m3.png
Scale bar: 20 µm. Cells faint in the background.
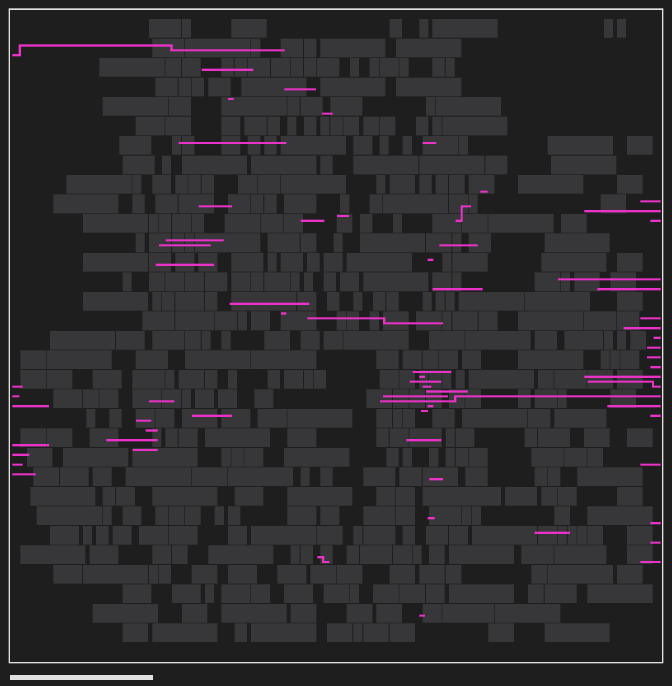
congestion_map.png
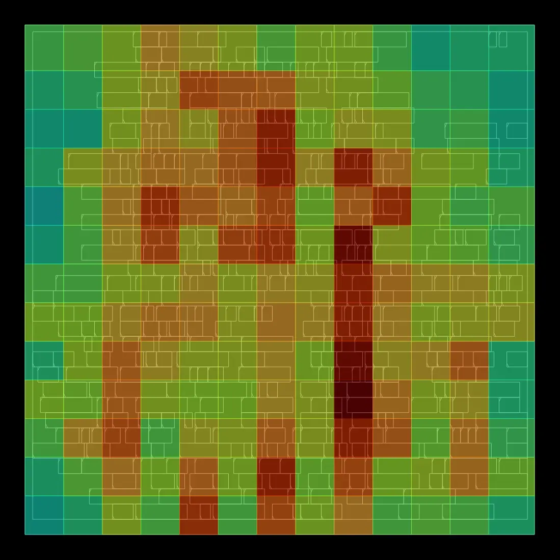
**config.mk**
```make
export PLATFORM = sky130hd
export DESIGN_NAME = score_display_ctrl
export DESIGN_NICKNAME = d
export VERILOG_FILES = /design/src/rtl/score_display_ctrl.sv
export SDC_FILE = /design/constraint.sdc
export NUM_CORES = 1
export LEC_CHECK = 0
export ABC_CLOCK_PERIOD_IN_PS = 2200
export CAP_MARGIN = 20
export CORE_UTILIZATION = 51
export DETAILED_ROUTE_END_ITERATION = 10
export PLACE_DENSITY = 0.76
export SLEW_MARGIN = 30
export SYNTH_ARGS = -nofsm -noshare
export SYNTH_HDL_FRONTEND = slang
export SYNTH_SLANG_ARGS = --single-unit
```
**constraint.sdc**
```tcl
create_clock -name clock_25 -period 2.2 [get_ports clock_25]
set_clock_uncertainty 0.1 [all_clocks]
set_input_delay 0.22 -clock clock_25 [delete_from_list [all_inputs] [get_ports clock_25]]
set_output_delay 0.22 -clock clock_25 [all_outputs]
set_load 0.01 [all_outputs]
```
**src/rtl/score_display_ctrl.sv**
```systemverilog
// score_display_ctrl: score-to-BCD sequencer and pixel addressing for the digit-glyph ROM.
// Converts the binary score with a serial double-dabble, commits digits only outside
// the score rows, and drives the ROM select/count with a two-stage pixel pipeline.
module score_display_ctrl #(
    parameter int SCORE_W = 10,
    parameter int DIGITS  = 3,
    parameter int X0      = 560,
    parameter int Y0      = 10
) (
    input  logic               clock_25,
    input  logic               reset,
    input  logic [SCORE_W-1:0] score,
    input  logic               score_load,
    input  logic [9:0]         pixel_x,
    input  logic [9:0]         pixel_y,
    output logic [4:0]         selected_number,
    output logic [7:0]         count,
    output logic               in_region,
    output logic               busy
);

    localparam int BCD_W    = 4 * DIGITS;
    localparam int IDX_W    = (DIGITS > 1) ? $clog2(DIGITS) : 1;
    localparam int BITCNT_W = (SCORE_W > 1) ? $clog2(SCORE_W) : 1;
    localparam int MAX_VAL  = 10**DIGITS - 1;

    typedef enum logic [1:0] {IDLE, SHIFT, COMMIT} state_t;

    state_t               r_state;
    logic [SCORE_W-1:0]   r_bin;
    logic [BCD_W-1:0]     r_bcd;
    logic [BITCNT_W-1:0]  r_bitCnt;
    logic                 r_sat;
    logic                 r_pending;
    logic [SCORE_W-1:0]   r_pendScore;
    logic                 r_busy;
    logic [3:0]           r_digit [DIGITS];

    logic                 r_hit;
    logic                 r_show;
    logic [3:0]           r_row;
    logic [3:0]           r_col;
    logic [4:0]           r_sel;
    logic [7:0]           r_count;
    logic                 r_inRegion;

    logic                 w_yInField;
    logic                 w_hit;
    logic [IDX_W-1:0]     w_idx;
    logic [3:0]           w_col;
    logic [3:0]           w_row;
    logic [DIGITS-1:0]    w_blank;
    logic                 w_zeroRun;
    logic [7:0]           w_linear;

    // Scores that cannot be shown in DIGITS decimal places display as all nines.
    function automatic logic isSat(input logic [SCORE_W-1:0] v);
        return 32'(v) > 32'(MAX_VAL);
    endfunction

    // Double-dabble correction: every BCD nibble of 5 or more gets 3 added.
    function automatic logic [BCD_W-1:0] add3(input logic [BCD_W-1:0] v);
        logic [BCD_W-1:0] res;
        res = v;
        for (int i = 0; i < DIGITS; i++) begin
            if (res[4*i +: 4] >= 4'd5) begin
                res[4*i +: 4] = res[4*i +: 4] + 4'd3;
            end
        end
        return res;
    endfunction

    assign w_yInField = (32'(pixel_y) >= 32'(Y0)) && (32'(pixel_y) <= 32'(Y0 + 9));

    // Conversion FSM: latch, shift SCORE_W times, then commit outside the score rows.
    always_ff @(posedge clock_25 or posedge reset) begin
        if (reset) begin
            r_state     <= IDLE;
            r_bin       <= '0;
            r_bcd       <= '0;
            r_bitCnt    <= '0;
            r_sat       <= 1'b0;
            r_pending   <= 1'b0;
            r_pendScore <= '0;
            r_busy      <= 1'b0;
            for (int i = 0; i < DIGITS; i++) begin
                r_digit[i] <= 4'd0;
            end
        end else begin
            case (r_state)
                IDLE: begin
                    if (score_load) begin
                        r_bin    <= score;
                        r_bcd    <= '0;
                        r_bitCnt <= '0;
                        r_sat    <= isSat(score);
                        r_state  <= SHIFT;
                        r_busy   <= 1'b1;
                    end
                end
                SHIFT: begin
                    {r_bcd, r_bin} <= {add3(r_bcd), r_bin} << 1;
                    r_bitCnt       <= r_bitCnt + 1'b1;
                    if (r_bitCnt == BITCNT_W'(SCORE_W - 1)) begin
                        r_state <= COMMIT;
                    end
                end
                COMMIT: begin
                    if (!w_yInField) begin
                        for (int i = 0; i < DIGITS; i++) begin
                            r_digit[i] <= r_sat ? 4'd9 : r_bcd[BCD_W-4-4*i +: 4];
                        end
                        if (r_pending) begin
                            r_bin    <= r_pendScore;
                            r_bcd    <= '0;
                            r_bitCnt <= '0;
                            r_sat    <= isSat(r_pendScore);
                            r_state  <= SHIFT;
                        end else begin
                            r_state <= IDLE;
                            r_busy  <= 1'b0;
                        end
                    end
                end
                default: begin
                    r_state <= IDLE;
                    r_busy  <= 1'b0;
                end
            endcase

            // A load while busy is parked; a newer load replaces it, and a load on the
            // cycle the parked value is consumed stays parked for the next round.
            if (score_load && (r_state != IDLE)) begin
                r_pending   <= 1'b1;
                r_pendScore <= score;
            end else if ((r_state == COMMIT) && !w_yInField && r_pending) begin
                r_pending <= 1'b0;
            end
        end
    end

    // Region decode: digit index by compare chain, column/row offsets within the glyph.
    always_comb begin
        w_hit = w_yInField &&
                (32'(pixel_x) >= 32'(X0)) &&
                (32'(pixel_x) <  32'(X0 + 10*DIGITS));
        w_idx = '0;
        w_col = 4'd0;
        w_row = 4'(32'(pixel_y) - 32'(Y0));
        for (int i = 0; i < DIGITS; i++) begin
            if (32'(pixel_x) >= 32'(X0 + 10*i)) begin
                w_idx = IDX_W'(i);
                w_col = 4'(32'(pixel_x) - 32'(X0 + 10*i));
            end
        end
    end

    // Leading-zero mask: a digit blanks while it and everything left of it is zero,
    // except the rightmost digit, which always shows.
    always_comb begin
        w_zeroRun = 1'b1;
        w_blank   = '0;
        for (int i = 0; i < DIGITS; i++) begin
            w_zeroRun  = w_zeroRun && (r_digit[i] == 4'd0);
            w_blank[i] = w_zeroRun && (i != DIGITS - 1);
        end
    end

    // First pixel stage: glyph select to the ROM plus the offsets it will need next cycle.
    always_ff @(posedge clock_25 or posedge reset) begin
        if (reset) begin
            r_sel  <= 5'd0;
            r_hit  <= 1'b0;
            r_show <= 1'b0;
            r_row  <= 4'd0;
            r_col  <= 4'd0;
        end else begin
            r_sel  <= w_hit ? {1'b0, r_digit[w_idx]} : 5'd0;
            r_hit  <= w_hit;
            r_show <= w_hit && !w_blank[w_idx];
            r_row  <= w_row;
            r_col  <= w_col;
        end
    end

    assign w_linear = 8'(r_row) * 8'd10 + 8'(r_col);

    // Second pixel stage: bit offset and visibility line up with the ROM's registered select.
    always_ff @(posedge clock_25 or posedge reset) begin
        if (reset) begin
            r_count    <= 8'd0;
            r_inRegion <= 1'b0;
        end else begin
            r_count    <= r_hit ? (w_linear << 1) : 8'd0;
            r_inRegion <= r_show;
        end
    end

    assign selected_number = r_sel;
    assign count           = r_count;
    assign in_region       = r_inRegion;
    assign busy            = r_busy;

endmodule
```
==> summary.txt <==
Quick summary of the implementation run below.

Of all nets on the critical path, the largest fanout is 8. The layout contains a multi-input combinational cell count of between 200 and 300. The depth of the worst register-to-register path came out at 8. The tree is rooted in a clkbuf_8.

The initial core utilization is 0.525. The synthesis report names the predominant flop master as dfrtp_1. The number of cells in Yosys stat is 394.

The share of cells above drive strength 1 came out at 0.160. The count of cells resized by post-cts repair came out at 0. The layout clock buffer count came out at 11. The path class of the lowest-slack min-delay path is input pin to async pin. The synthesized instance count is 394. The number of buffers outside the clock class in the layout came out at ~70. Counting I/O delays and the setup requirement, the final critical path takes between 2 and 2.5 ns. The core outline area is 7690 µm². The hold buffer count at cts came out at 0. The final-report setup violation count is 0. The required time reported for the critical path endpoint came out at 2.34 ns.

The cell that appears most often on the critical path is nor2_1. The number of hold-slack violations in the final timing report came out at 0. The all-layer global routing usage came out at 0.226. The number of logged tool warnings is 37. There are 75 flip-flops and latches.

For the worst-skew pair, the clock arrives at the later sink with an insertion delay of 0.35 ns. Setup repair after global routing left no endpoint under its margin. Of the available clock period, the critical path in the final layout requires 0.945. Timing would allow up to 481 MHz.

The number of well-tap cells placed is 102. The sequential-to-total area share from yosys stat came out at 0.465. The reg2reg setup slack is approximately 0.12 ns. The largest vdd supply drop came out at 0.855 mV.

In this run the core area contains 32 standard-cell rows. The combinational gate area is 1990 µm². The script computed a power per unit cell area of ~1000 nW/µm². The final layout report lists a non-clock inverter count of 25. The delay of the slowest cell on the worst path is 0.40 ns. The final non-filler cell total is 565. Per the post-run analysis, buffers plus inverters along the critical path come to 2. For this run, the script counts the antenna cells in the layout as 0. The total number of clock tree sinks is 75.

The net switching component of the power came out at 1.80 mW. Per the detail_route report, routed wire per instance is 15.4 µm. The final weighted congestion of routability-driven global placement came out at approximately 0.86.

The power report puts the leakage power at 2.21 nW. The summed instance area of the synthesized netlist came out at 4040 µm². The sequential share of cell area is 0.380. The endpoint kind of the worst setup timing path is a flop. The wire length of the first global-routing pass came out at 14.8 mm. According to the floorplan report, the die height is 91.0 µm. The synthesized area divided by synthesized cell count came out at 10.2 µm². Summed over all combinational cells, the power is 2.02 mW. In the post-synthesis netlist, the cell with the most instances is dfrtp_1. The startpoint of the most critical register-to-register path is r_state[0]$_DFFE_PP0P_. Entering global routing, the biggest net connects 76 pins. The register share of total power is 0.393. Per the OpenROAD floorplan log, the area of the die is 8270 µm². Signal nets in the final route climb as high as met4. The critical path goes through inv_1 -> ha_1 -> nor2b_2 -> nor2_1 -> o21ai_2 -> nor2_1 -> buf_4 -> mux2_2.

The leading cell category by total area is multi-input combinational cells. Counting tap cells, the placed design contains a total of 550 instances. The number of buffers added by the clock tree synthesis step came out at 9. The first detailed-routing pass ran for 5 iterations. The maximum number of buffers from clock root to sink is 2.

The fraction of cell area in multi-input combinational cells is reported as 0.403. The portion of synthesized cell area occupied by the leading cell type is 0.465. The internal power came out at between 3 and 4 mW. The async set-or-reset flop fraction in the synthesized netlist is 1.00. Post-CTS timing repair inserted 0 buffers for setup.

The clock input transition at the sequential cells of the worst setup and hold paths came out at roughly 0.07 ns. The fraction of area in clock buffers and inverters came out at 0.0390. met2 track demand over resource after global routing is 0.397. The filler cell count came out at 619. The synthesis stat section lists a flop and latch total of 75. Per STA, the worst path accumulates the most delay in the family simple AND/OR/NAND/NOR gates. The global-route congestion overflow total is 0. The flow ran to the end, and the final reports show no timing, DRC or antenna violations. The met3 wire length is roughly 350 µm.

The count of library flops with an enable pin came out at 0. The finished design was reported to have a net count of 519. The final routed DRC violation total came out at 0.
Back to the opening pictures, m3.png:
longest straight run: 28.5 µm
wire length on this layer: 351 µm
share of all routed wire: 4.0%
total number of vias: 3,160
total wire length after detailed routing: 8.72 mm
met3 GRT Util: 0.0377

Back to the opening pictures, congestion_map.png:
GR Layer Usage met1: 0.271
global route hottest layer: met2

[worst register-to-register path, cell delays in order, from the launching register on]
cell,delay [ns]
dfrtp_1,0.40
inv_1,0.08
ha_1,0.22
nor2b_2,0.19
nor2_1,0.12
o21ai_2,0.12
nor2_1,0.20
buf_4,0.19
mux2_2,0.33
[metrics by stage]
| stage | worst slack [ns] | power [mW] | utilization | hold slack, ns | cell area [µm²] |
|---|---|---|---|---|---|
| final | 0.122 | 5.07 | 0.642 | 0.207 | 4940 |
| after global routing | 0.0252 | 5.40 | 0.642 | 0.210 | 4940 |
| after CTS | 0.0761 | 5.07 | 0.641 | 0.197 | 4930 |
| after detailed placement | -0.0667 | 4.00 | 0.616 | 0.245 | 4740 |
| after global placement | -0.0211 | 3.92 | 0.616 | 0.234 | 4740 |
| after floorplan | 0.252 | 3.43 | - | 0.151 | 4040 |
[worst max-delay path by stage]
stage,from,end,cells past startpoint
floorplan,r_state[0]$_DFFE_PP0P_,r_bitCnt[0]$_DFFE_PP0P_,8
CTS,r_state[0]$_DFFE_PP0P_,r_bitCnt[2]$_DFFE_PP0P_,7
global placement,pixel_y[2],r_bcd[8]$_DFFE_PP0P_,7
detailed placement,pixel_y[2],r_bcd[1]$_DFFE_PP0P_,7
finish,r_state[0]$_DFFE_PP0P_,r_bin[0]$_DFFE_PP0P_,8
global route,r_state[0]$_DFFE_PP0P_,r_bin[6]$_DFFE_PP0P_,8
[logic make-up (layout without fill, tap and decap cells)]
group	count (synthesis)	count (layout)	share of synthesized area
buf+inv	42	110	0.0440
simple gates	109	109	0.137
xor+xnor	8	8	0.0174
other cells	1	2	0.000929
flops	75	75	0.465
fa+ha+maj	27	27	0.0874
mux	30	30	0.0828
compound gates	102	102	0.166
Power and IR drop assume default switching activity.
